Clock wires, drivers and flops:
The bar under the picture is 20 um long.
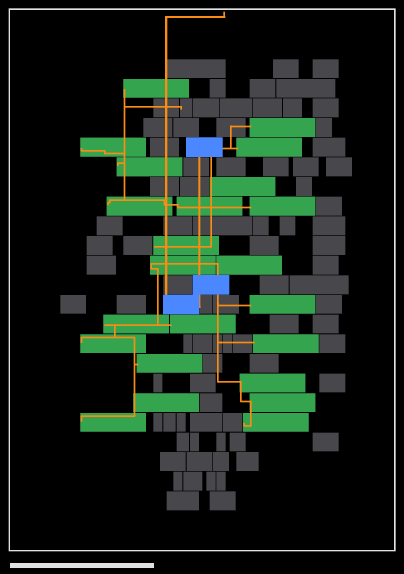
Logic cells by family:
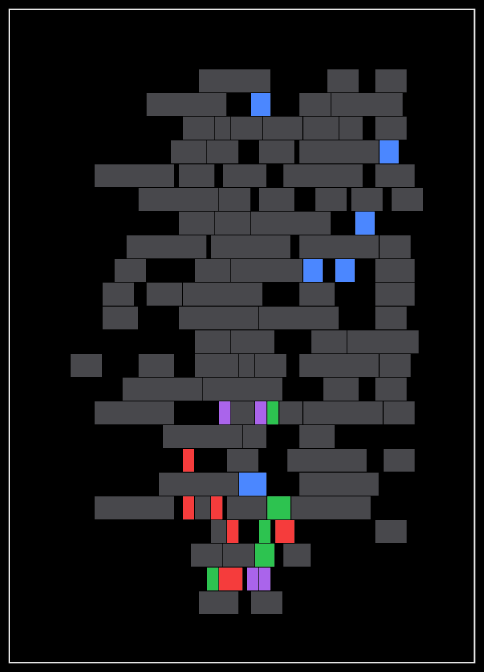
Where the registers sit:
The bar under the picture is 20 um long. Other sequential cells in the stronger gray, the rest of the logic in the fainter gray.
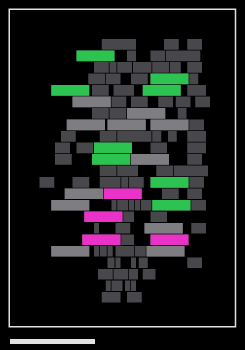
Placement by cell class:
The bar under the picture is 20 um long.
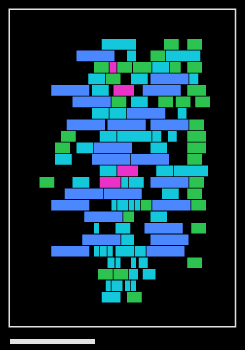
File: src/rtl/sb_shadow_cfg_param_pkg.sv
// rtl/sb_shadow_cfg_param_pkg.sv - shared types and elaboration helpers for the shadow-config switch block
package sb_cfg_pkg;

  typedef enum logic {
    CFG_EMPTY = 1'b0,
    CFG_LIVE  = 1'b1
  } cfg_state_e;

  function automatic int clog2(input int value);
    int r;
    int v;
    r = 0;
    v = value - 1;
    while (v > 0) begin
      r = r + 1;
      v = v >> 1;
    end
    return r;
  endfunction

  function automatic int cfg_bits(input int m, input int sel_w);
    return 2 * m * sel_w;
  endfunction

  function automatic bit params_ok(input int chan_w, input int m, input int mux_size);
    return (chan_w > m) && (m >= 1) && (mux_size >= 2);
  endfunction

endpackage

File: src/rtl/sb_shadow_cfg_param_if.sv
// rtl/sb_shadow_cfg_param_if.sv - configuration-chain signal bundle
interface sb_shadow_cfg_param_if;

  logic ccff_head;
  logic ccff_en;
  logic cfg_commit;
  logic ccff_tail;
  logic cfg_valid;
  logic cfg_done;
  logic cfg_overflow;

  modport master (
    output ccff_head, ccff_en, cfg_commit,
    input  ccff_tail, cfg_valid, cfg_done, cfg_overflow
  );

  modport slave (
    input  ccff_head, ccff_en, cfg_commit,
    output ccff_tail, cfg_valid, cfg_done, cfg_overflow
  );

endinterface

File: src/rtl/sb_shadow_cfg_param_chain.sv
// rtl/sb_shadow_cfg_param_chain.sv - shadow/active config registers, shift counter and commit state
module sb_cfg_chain
  import sb_cfg_pkg::*;
#(
  parameter int CFG_BITS = 8
) (
  input  logic                prog_clk,
  input  logic                prog_reset_n,
  input  logic                ccff_head_i,
  input  logic                ccff_en_i,
  input  logic                cfg_commit_i,
  output logic                ccff_tail_o,
  output logic                cfg_valid_o,
  output logic                cfg_done_o,
  output logic                cfg_overflow_o,
  output logic [CFG_BITS-1:0] active_o
);

  localparam int CNT_W = clog2(CFG_BITS + 1);
  localparam logic [CNT_W-1:0] CNT_FULL = CNT_W'(CFG_BITS);

  logic [CFG_BITS-1:0] shadow_q, shadow_d;
  logic [CFG_BITS-1:0] active_q, active_d;
  logic [CNT_W-1:0]    count_q, count_d;
  logic                done_q, done_d;
  logic                overflow_q, overflow_d;
  cfg_state_e          state_q, state_d;

  always_ff @(posedge prog_clk or negedge prog_reset_n) begin
    if (!prog_reset_n) begin
      shadow_q   <= '0;
      active_q   <= '0;
      count_q    <= '0;
      done_q     <= 1'b0;
      overflow_q <= 1'b0;
      state_q    <= CFG_EMPTY;
    end else begin
      shadow_q   <= shadow_d;
      active_q   <= active_d;
      count_q    <= count_d;
      done_q     <= done_d;
      overflow_q <= overflow_d;
      state_q    <= state_d;
    end
  end

  // Commit samples the pre-shift shadow, so a same-cycle shift is never lost or half-applied.
  always_comb begin
    shadow_d   = shadow_q;
    active_d   = active_q;
    count_d    = count_q;
    overflow_d = overflow_q;
    state_d    = state_q;

    if (ccff_en_i) begin
      shadow_d = {shadow_q[CFG_BITS-2:0], ccff_head_i};
    end

    if (cfg_commit_i) begin
      active_d   = shadow_q;
      overflow_d = 1'b0;
      count_d    = ccff_en_i ? CNT_W'(1) : '0;
    end else if (ccff_en_i) begin
      if (count_q == CNT_FULL) begin
        overflow_d = 1'b1;
      end else begin
        count_d = count_q + CNT_W'(1);
      end
    end

    case (state_q)
      CFG_EMPTY: if (cfg_commit_i) state_d = CFG_LIVE;
      CFG_LIVE:  state_d = CFG_LIVE;
      default:   state_d = CFG_EMPTY;
    endcase

    done_d = (count_d == CNT_FULL);
  end

  assign ccff_tail_o    = shadow_q[CFG_BITS-1];
  assign cfg_valid_o    = (state_q == CFG_LIVE);
  assign cfg_done_o     = done_q;
  assign cfg_overflow_o = overflow_q;
  assign active_o       = active_q;

endmodule

File: src/rtl/sb_shadow_cfg_param.sv
// rtl/sb_shadow_cfg_param.sv - corner switch block with double-buffered configuration chain
module sb_shadow_cfg_param
  import sb_cfg_pkg::*;
#(
  parameter int CHAN_W   = 9,
  parameter int M        = 2,
  parameter int MUX_SIZE = 4
) (
  input  logic                  prog_clk,
  input  logic                  prog_reset_n,
  sb_shadow_cfg_param_if.slave  cfg,
  input  logic [CHAN_W-1:0]     chany_bottom_in,
  input  logic [CHAN_W-1:0]     chanx_left_in,
  input  logic [M*MUX_SIZE-1:0] bottom_mux_in,
  input  logic [M*MUX_SIZE-1:0] left_mux_in,
  output logic [CHAN_W-1:0]     chany_bottom_out,
  output logic [CHAN_W-1:0]     chanx_left_out
);

  localparam int SEL_W    = clog2(MUX_SIZE);
  localparam int CFG_BITS = cfg_bits(M, SEL_W);
  localparam logic [SEL_W:0] MUX_LIMIT = (SEL_W + 1)'(MUX_SIZE);

  if (!params_ok(CHAN_W, M, MUX_SIZE)) begin : g_param_check
    $error("sb_shadow_cfg_param: need CHAN_W > M, M >= 1, MUX_SIZE >= 2");
  end

  logic [CFG_BITS-1:0] active;
  logic                cfg_valid;
  logic [M-1:0]        bottom_mux_out;
  logic [M-1:0]        left_mux_out;
  logic                unused_tracks;

  sb_cfg_chain #(
    .CFG_BITS (CFG_BITS)
  ) u_chain (
    .prog_clk       (prog_clk),
    .prog_reset_n   (prog_reset_n),
    .ccff_head_i    (cfg.ccff_head),
    .ccff_en_i      (cfg.ccff_en),
    .cfg_commit_i   (cfg.cfg_commit),
    .ccff_tail_o    (cfg.ccff_tail),
    .cfg_valid_o    (cfg_valid),
    .cfg_done_o     (cfg.cfg_done),
    .cfg_overflow_o (cfg.cfg_overflow),
    .active_o       (active)
  );

  assign cfg.cfg_valid = cfg_valid;

  // Out-of-range selects (non-power-of-2 MUX_SIZE) and an uncommitted config both force 0.
  for (genvar j = 0; j < M; j++) begin : g_mux
    logic [SEL_W-1:0]    sel_b;
    logic [SEL_W-1:0]    sel_l;
    logic [MUX_SIZE-1:0] in_b;
    logic [MUX_SIZE-1:0] in_l;

    assign sel_b = active[j*SEL_W +: SEL_W];
    assign sel_l = active[(M+j)*SEL_W +: SEL_W];
    assign in_b  = bottom_mux_in[j*MUX_SIZE +: MUX_SIZE];
    assign in_l  = left_mux_in[j*MUX_SIZE +: MUX_SIZE];

    assign bottom_mux_out[j] = cfg_valid && ({1'b0, sel_b} < MUX_LIMIT) && in_b[sel_b];
    assign left_mux_out[j]   = cfg_valid && ({1'b0, sel_l} < MUX_LIMIT) && in_l[sel_l];
  end

  assign chany_bottom_out = {chanx_left_in[CHAN_W-1:M], bottom_mux_out};
  assign chanx_left_out   = {chany_bottom_in[CHAN_W-1:M], left_mux_out};

  assign unused_tracks = ^{chany_bottom_in[M-1:0], chanx_left_in[M-1:0]};

endmodule

File: src/flat_wrapper.sv
// flat-port wrapper written by rule: the top's interface ports become plain ports
module sb_shadow_cfg_param_flat import sb_cfg_pkg::*;
#(
  parameter int CHAN_W   = 9,
  parameter int M        = 2,
  parameter int MUX_SIZE = 4
)
  (prog_clk, prog_reset_n, chany_bottom_in, chanx_left_in, bottom_mux_in, left_mux_in, chany_bottom_out, chanx_left_out, cfg_ccff_head, cfg_ccff_en, cfg_cfg_commit, cfg_ccff_tail, cfg_cfg_valid, cfg_cfg_done, cfg_cfg_overflow);
  sb_shadow_cfg_param_if cfg_i ();
  input  logic prog_clk;
  input  logic prog_reset_n;
  input  logic [CHAN_W-1:0] chany_bottom_in;
  input  logic [CHAN_W-1:0] chanx_left_in;
  input  logic [M*MUX_SIZE-1:0] bottom_mux_in;
  input  logic [M*MUX_SIZE-1:0] left_mux_in;
  output logic [CHAN_W-1:0] chany_bottom_out;
  output logic [CHAN_W-1:0] chanx_left_out;
  input wire logic [$bits(cfg_i.ccff_head)-1:0] cfg_ccff_head;
  input wire logic [$bits(cfg_i.ccff_en)-1:0] cfg_ccff_en;
  input wire logic [$bits(cfg_i.cfg_commit)-1:0] cfg_cfg_commit;
  output wire logic [$bits(cfg_i.ccff_tail)-1:0] cfg_ccff_tail;
  output wire logic [$bits(cfg_i.cfg_valid)-1:0] cfg_cfg_valid;
  output wire logic [$bits(cfg_i.cfg_done)-1:0] cfg_cfg_done;
  output wire logic [$bits(cfg_i.cfg_overflow)-1:0] cfg_cfg_overflow;
  assign cfg_i.ccff_head = cfg_ccff_head;
  assign cfg_i.ccff_en = cfg_ccff_en;
  assign cfg_i.cfg_commit = cfg_cfg_commit;
  assign cfg_ccff_tail = cfg_i.ccff_tail;
  assign cfg_cfg_valid = cfg_i.cfg_valid;
  assign cfg_cfg_done = cfg_i.cfg_done;
  assign cfg_cfg_overflow = cfg_i.cfg_overflow;
  sb_shadow_cfg_param #(.CHAN_W(CHAN_W), .M(M), .MUX_SIZE(MUX_SIZE)) u_core (.prog_clk(prog_clk), .prog_reset_n(prog_reset_n), .cfg(cfg_i), .chany_bottom_in(chany_bottom_in), .chanx_left_in(chanx_left_in), .bottom_mux_in(bottom_mux_in), .left_mux_in(left_mux_in), .chany_bottom_out(chany_bottom_out), .chanx_left_out(chanx_left_out));
endmodule
File: config.mk
export PLATFORM = sky130hd
export DESIGN_NAME = sb_shadow_cfg_param_flat
export DESIGN_NICKNAME = d
export VERILOG_FILES = /design/src/rtl/sb_shadow_cfg_param_pkg.sv /design/src/rtl/sb_shadow_cfg_param_if.sv /design/src/rtl/sb_shadow_cfg_param_chain.sv /design/src/rtl/sb_shadow_cfg_param.sv /design/src/flat_wrapper.sv
export SDC_FILE = /design/constraint.sdc
export NUM_CORES = 1
export LEC_CHECK = 0
export CAP_MARGIN = 40
export CORE_ASPECT_RATIO = 1.5
export CORE_MARGIN = 5
export CORE_UTILIZATION = 41
export DETAILED_ROUTE_END_ITERATION = 10
export PLACE_DENSITY = 0.83
export SLEW_MARGIN = 25
export SYNTH_ARGS = -nofsm -noshare
export SYNTH_HDL_FRONTEND = slang
export SYNTH_SLANG_ARGS = --single-unit
File: constraint.sdc
create_clock -name prog_clk -period 2 [get_ports prog_clk]
set_input_delay 0.2 -clock prog_clk [delete_from_list [all_inputs] [get_ports prog_clk]]
set_output_delay 0.2 -clock prog_clk [all_outputs]
set_load 0.01 [all_outputs]
==> flow_summary.json <==
{
  "io_buffers": 28,
  "switching_share_pct": 24.8,
  "period_needed_ns": 1.65,
  "crit_fanout": 2,
  "place_area_sq_mm": 0.00138,
  "first_global_vias": 754,
  "hold_violations": 0,
  "synthesis.nets": 130,
  "yosys_warnings": 0,
  "final_util_pct": 53.7,
  "pwr-share-comb_pct": 27.0,
  "grt_max_degree": 24,
  "dp_slack_ns": 0.0816,
  "drc_errors": 0,
  "cts_resized": 0,
  "status": "finished, final reports clean",
  "drt_wl_total_mm": 2.03,
  "pg_comb_mw": 0.336,
  "async_reset_ff_share_pct": 100,
  "cts_setup_buffers": 0,
  "ys_chip_area_sq_mm": 0.00115,
  "die_y_um": 74.8,
  "ir_worst_vdd_mv": 0.469,
  "cts_sinks": 23,
  "vias": 715,
  "ff2ff_path_depth": 6,
  "worst_slack_ns": 0.347,
  "ys_sh_mux_pct": 25.3,
  "fin_area_sq_mm": 0.00144,
  "path_class": "flop to primary output",
  "ant_nets": 0,
  "yosys-top-cells-count": "dfrtp_1, mux2_2, buf_4",
  "ff_type": "dfrtp_1",
  "required_ns": 1.80,
  "antenna_cells": 0,
  "yosysMostFrequentCell": "dfrtp_1",
  "die_x_um": 53.2,
  "routed_via_density": 4.93,
  "synth-simple-area-share_pct": 8.19,
  "track_usage_pct": 11.2,
  "seq_power_share_pct": 50.9,
  "worst-slew-pin-transition_ns": 0.280,
  "fin_hold_ws_ns": 0.287,
  "ys_seq_share_pct": 50.2,
  "crit_arrival_ns": 1.45,
  "synth.area.top_cells": "dfrtp_1, mux2_2, buf_4",
  "drv_slew": 0,
  "maxPowerGroup": "registers",
  "final_cell_mix": "clkdlybuf4s50_1, dfrtp_1, mux2_2",
  "ctsRootBufferMaster": "clkbuf_8",
  "maxCapViolations": 0,
  "postCtsHoldBufs": 0,
  "setup_viol": 0,
  "yosys.area.top_type_share_pct": 50.2,
  "gp_congestion": 0.704,
  "cts_tree": "built",
  "ys_sh_aoi_pct": 1.97,
  "ys_types": 20,
  "avgSynthCellArea_sq_um": 12.9,
  "clockBufferDepth": 2,
  "drt_iter0_drc": 10,
  "fp_util_pct": 42.8,
  "routedWlPerCell_um": 14.0,
  "fmax_ghz": 0.605,
  "die_area_sq_mm": 0.00397,
  "hold_path.class": "input port to asynchronous set/reset pin",
  "syn_inst": 89
}
Notes on 'clock wires, drivers and flops' above:
Key: orange = clock wires [length 258 um]; green = flip-flops [count 23]; blue = cells driving clock nets [count 3]
There are 4 routed clock nets.
clock-net power: 0.277 mW
Clk pwr share: 22.2%
Final Skew: 0.00297 ns
Insertion Delay late pin: 0.26 ns

Notes on 'logic cells by family' above:
Key: green = NAND gates [cells 5, most used nand2_1, where bottom middle]; red = NOR gates [cells 6, most used nor2_1, where bottom middle]; purple = inverters [cells 4, most used inv_1, where bottom middle]; blue = AND and OR gates [cells 6, most used and2_1]
Comb/total area: 30.7%
non-filler cells in the finished layout: 145
Commonest Layout Cell: clkdlybuf4s50_1

Notes on 'where the registers sit' above:
Key: green = `u_core.u_chain.active_o` [placed flops 8]; magenta = `u_core.u_chain.count_q` [placed flops 4]
Another 11 sequential cells are not colored.
sequential power: 0.634 mW
Seq area share: 40.1%

Notes on 'placement by cell class' above:
Key: blue = flip-flops [cells 23]; cyan = all other logic [cells 50]; green = other buffers and delay cells [cells 31]; magenta = clock drivers and dummy loads [cells 4]
Core Area: 0.00268 sq mm
cell row count: 23

-- layout make-up --
type,instances,area [sq um]
clock buffer,3,41.3
clock inverter,1,5.00
fill,243,1240
inverter,4,15.0
multi-input combinational,46,440
sequential,23,576
tap,37,46.3
timing repair buffer,31,313
-- metal layers --
layer	routed length, um	up-vias	global-route usage, %
met1	723	349	11.4
li1	-	332	-
met2	1090	22	20.4
met4	93	0	9.38
met3	123	12	0.594
met5	0	-	0
-- worst max-delay path, cell delays in order (launching register included) --
cell	delay [ns]
dfrtp_1	0.37
mux4_2	0.50
and2_1	0.17
dlymetal6s2s_1	0.16
-- metrics by stage --
step | instances | power (mW)
after CTS | 145 | 1.27
after global routing | 145 | 1.32
after global placement | 141 | 0.982
after detailed placement | 141 | 0.999
after floorplan | 89 | 0.856
final | 145 | 1.25
Power is estimated from default activity; no workload was simulated.
